Fig. 1: placement density heat map
The die is cut into 12 by 12 equal tiles; black is low, pale yellow is high, 0 to 100% covered.
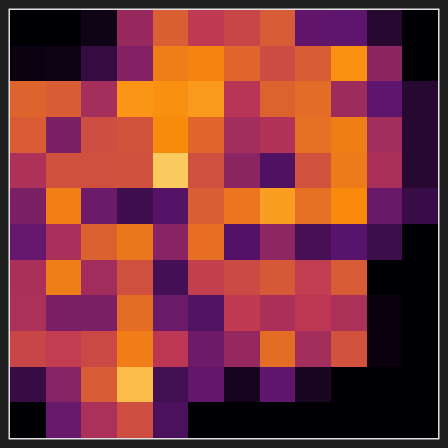
Fig. 2: congestion heat map
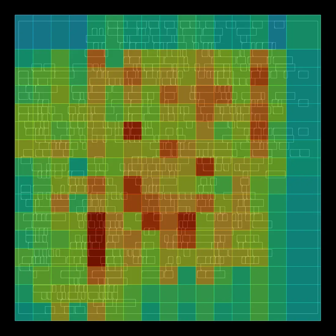
Fig. 3: sizing map
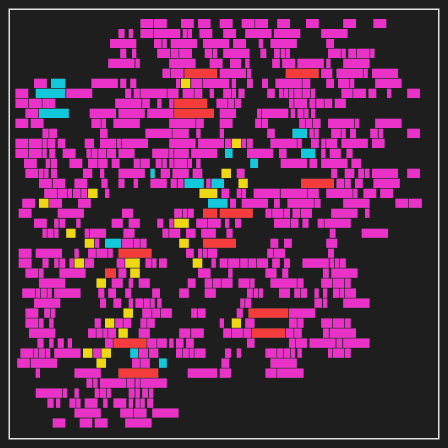
Fig. 4: cell classes on the final placement
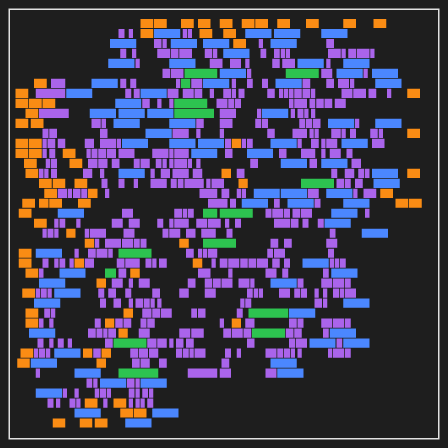
Fig. 5: where the registers sit
Other sequential cells in the stronger gray, the rest of the logic in the fainter gray.
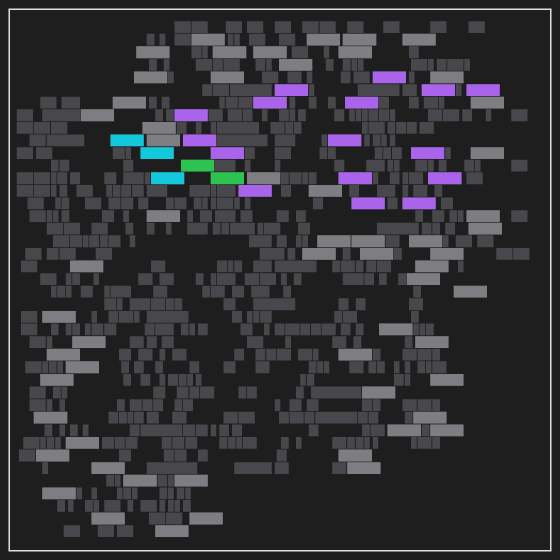
[src/rtl/ro_measure_ctrl.sv]
// Ring-oscillator measurement sequencer: enables one RO, lets it settle, counts
// its synchronized rising edges over a gate window and reports the count.
module ro_measure_ctrl #(
    parameter int NUM_RO        = 8,
    parameter int SEL_W         = 3,
    parameter int CNT_W         = 16,
    parameter int GATE_W        = 16,
    parameter int SETTLE_CYCLES = 16
) (
    input  logic              clk,
    input  logic              rst,
    input  logic              start,
    input  logic              abort,
    input  logic              scan_mode,
    input  logic [SEL_W-1:0]  sel_in,
    input  logic [GATE_W-1:0] gate_len,
    input  logic [NUM_RO-1:0] ro_in,
    output logic [NUM_RO-1:0] ro_en,
    output logic [CNT_W-1:0]  count_out,
    output logic [SEL_W-1:0]  count_sel,
    output logic              count_valid,
    output logic              overflow,
    output logic              busy
);

    typedef enum logic [1:0] {
        S_IDLE,
        S_SETTLE,
        S_MEASURE,
        S_DONE
    } state_t;

    localparam logic [GATE_W-1:0] SETTLE_LAST = GATE_W'(SETTLE_CYCLES - 1);
    localparam logic [SEL_W-1:0]  LAST_CH     = SEL_W'(NUM_RO - 1);

    // Saturating increment: returns {overflow_flag, count}.
    function automatic logic [CNT_W:0] sat_inc(input logic [CNT_W-1:0] c,
                                               input logic             ovf,
                                               input logic             pulse);
        if (!pulse)
            return {ovf, c};
        if (&c)
            return {1'b1, c};
        return {ovf, c + CNT_W'(1)};
    endfunction

    state_t            state, state_n;
    logic [SEL_W-1:0]  chan, chan_n;
    logic              scan_q, scan_n;
    logic [GATE_W-1:0] gate_q, gate_n;
    logic [GATE_W-1:0] timer, timer_n;
    logic [CNT_W-1:0]  cnt, cnt_n;
    logic              ovf_flag, ovf_n;
    logic [CNT_W-1:0]  count_out_n;
    logic [SEL_W-1:0]  count_sel_n;
    logic              overflow_n;
    logic              count_valid_n;
    logic [GATE_W-1:0] gate_last;
    logic [CNT_W:0]    inc_res;

    logic ro_mux_p0;
    logic sync_p1, sync_p2, prev_p3;
    logic edge_pulse;

    // ---- stage p0: channel mux -> p1/p2: 2-flop synchronizer -> p3: edge history
    assign ro_mux_p0 = ro_in[chan];

    always_ff @(posedge clk) begin
        sync_p1 <= ro_mux_p0;
        sync_p2 <= sync_p1;
        prev_p3 <= sync_p2;
    end

    assign edge_pulse = sync_p2 & ~prev_p3;

    // A zero gate length still measures for one cycle.
    assign gate_last = (gate_q == '0) ? '0 : gate_q - GATE_W'(1);
    assign inc_res   = sat_inc(cnt, ovf_flag, edge_pulse);

    always_comb begin
        state_n       = state;
        chan_n        = chan;
        scan_n        = scan_q;
        gate_n        = gate_q;
        timer_n       = timer;
        cnt_n         = cnt;
        ovf_n         = ovf_flag;
        count_out_n   = count_out;
        count_sel_n   = count_sel;
        overflow_n    = overflow;
        count_valid_n = 1'b0;

        case (state)
            S_IDLE: begin
                timer_n = '0;
                cnt_n   = '0;
                ovf_n   = 1'b0;
                if (start && !abort) begin
                    scan_n  = scan_mode;
                    gate_n  = gate_len;
                    chan_n  = scan_mode ? '0 : sel_in;
                    state_n = S_SETTLE;
                end
            end
            S_SETTLE: begin
                cnt_n = '0;
                ovf_n = 1'b0;
                if (timer == SETTLE_LAST) begin
                    timer_n = '0;
                    state_n = S_MEASURE;
                end else begin
                    timer_n = timer + GATE_W'(1);
                end
            end
            S_MEASURE: begin
                {ovf_n, cnt_n} = inc_res;
                if (timer == gate_last) begin
                    // Result registers load here so they are visible during DONE.
                    timer_n       = '0;
                    state_n       = S_DONE;
                    count_out_n   = inc_res[CNT_W-1:0];
                    count_sel_n   = chan;
                    overflow_n    = inc_res[CNT_W];
                    count_valid_n = 1'b1;
                end else begin
                    timer_n = timer + GATE_W'(1);
                end
            end
            S_DONE: begin
                cnt_n   = '0;
                ovf_n   = 1'b0;
                timer_n = '0;
                if (!scan_q || chan == LAST_CH) begin
                    state_n = S_IDLE;
                end else begin
                    chan_n  = chan + SEL_W'(1);
                    state_n = S_SETTLE;
                end
            end
            default: state_n = S_IDLE;
        endcase

        // Abort drops the measurement in progress but keeps the last result.
        if (abort && state != S_IDLE) begin
            state_n       = S_IDLE;
            timer_n       = '0;
            cnt_n         = '0;
            ovf_n         = 1'b0;
            count_out_n   = count_out;
            count_sel_n   = count_sel;
            overflow_n    = overflow;
            count_valid_n = 1'b0;
        end
    end

    always_ff @(posedge clk) begin
        if (rst) begin
            state       <= S_IDLE;
            chan        <= '0;
            scan_q      <= 1'b0;
            gate_q      <= '0;
            timer       <= '0;
            cnt         <= '0;
            ovf_flag    <= 1'b0;
            count_out   <= '0;
            count_sel   <= '0;
            overflow    <= 1'b0;
            count_valid <= 1'b0;
        end else begin
            state       <= state_n;
            chan        <= chan_n;
            scan_q      <= scan_n;
            gate_q      <= gate_n;
            timer       <= timer_n;
            cnt         <= cnt_n;
            ovf_flag    <= ovf_n;
            count_out   <= count_out_n;
            count_sel   <= count_sel_n;
            overflow    <= overflow_n;
            count_valid <= count_valid_n;
        end
    end

    always_comb begin
        ro_en = '0;
        if (state != S_IDLE)
            ro_en[chan] = 1'b1;
    end

    assign busy = (state != S_IDLE);

endmodule

[config.mk]
export PLATFORM = sky130hd
export DESIGN_NAME = ro_measure_ctrl
export DESIGN_NICKNAME = d
export VERILOG_FILES = /design/src/rtl/ro_measure_ctrl.sv
export SDC_FILE = /design/constraint.sdc
export NUM_CORES = 1
export LEC_CHECK = 0
export CORE_UTILIZATION = 33
export DETAILED_ROUTE_END_ITERATION = 16
export PLACE_DENSITY_LB_ADDON = 0.25
export SLEW_MARGIN = 20
export SYNTH_ARGS = -nofsm -noshare
export SYNTH_HDL_FRONTEND = slang
export SYNTH_SLANG_ARGS = --single-unit
[constraint.sdc]
create_clock -name clk -period 3.6 [get_ports clk]
set_input_delay 0.36 -clock clk [delete_from_list [all_inputs] [get_ports clk]]
set_output_delay 0.36 -clock clk [all_outputs]
set_load 0.02 [all_outputs]
==> design notes <==
The run finished with clean final reports. For the switching power summed over all nets, the log shows 1.03 mW. Looking at the group totals, the largest power group turns out to be the clock network. The cell type that accounts for the most area after synthesis is sky130_fd_sc_hd__dfxtp_1. Post-CTS repair changed the size of 0 cells.

Buffers placed on the I/O ports in this run total 61. The timing report gives the biggest stage delay along the critical path as 570 ps. Detailed routing placed a total of 4910 um of wire on met2.

TritonCTS built the clock tree. With the pre-CTS setup slack at 161 ps, the complex-gate fraction of the synthesized area is 12.1%. The final timing summary puts the cycle share of the worst path at 95.9%.

At floorplan, the net count of the design was reported as 584. Internal portion of total power: 2.05 mW. The run gives 0.00253 mm^2 for the combinational cell area excluding buffers and inverters. The mapped netlist covers 0.00433 mm^2.

Hold-check failures listed in the final report amount to 0. The pre-antenna-repair detailed-routing pass consisted of 4 iterations. The cell type group with the largest total delay on the critical path is simple AND/OR/NAND/NOR gates. The simple-gate portion of the synthesized area is 31.2%, and the total detailed-routing wirelength is 11,200 um. Number of standard cells reported by yosys: 543.
## Picture notes: Fig. 1
- mean over tiles: 39%
- nearly empty tiles: 14%
- densest ninth of the die: top center
final core utilization: 43.3%
FP Core Util: 34.0%
area inside the core boundary: 0.0127 mm^2

## Picture notes: Fig. 2
met1 track utilization from global routing: 24.7%
GR met3 Demand/Resource: 3.27%
routed length per placed instance: 14.5 um
peak-usage layer in the global routing report: met2
global router's overall resource usage: 17.4%

## Picture notes: Fig. 3
- magenta: _0 and _1 cells (cells 553; share 92%)
- red: _6 and larger (cells 14; share 2.3%)
- cyan: _2 cells (cells 14; share 2.3%)
- yellow: _3 and _4 cells (cells 23; share 3.8%)
area grow syn2layout: 27.2%
count of plain and timing-repair buffers in the layout: 80
final cell area excluding filler cells: 0.00551 mm^2

## Picture notes: Fig. 4
- blue: flops (cells 79)
- orange: other buffers and delay cells (cells 80)
- purple: combinational and other logic (cells 430)
- green: clock drivers and dummy loads (cells 15)

## Picture notes: Fig. 5
- green: state (flops 2)
- purple: cnt (flops 16)
- cyan: chan (flops 3)
sequential share of cell area: 28.7%
flip-flop and latch area: 0.00158 mm^2
reported sequential group power: 1.03 mW

Power figures rest on the tool's default switching activity, not on a simulated workload.
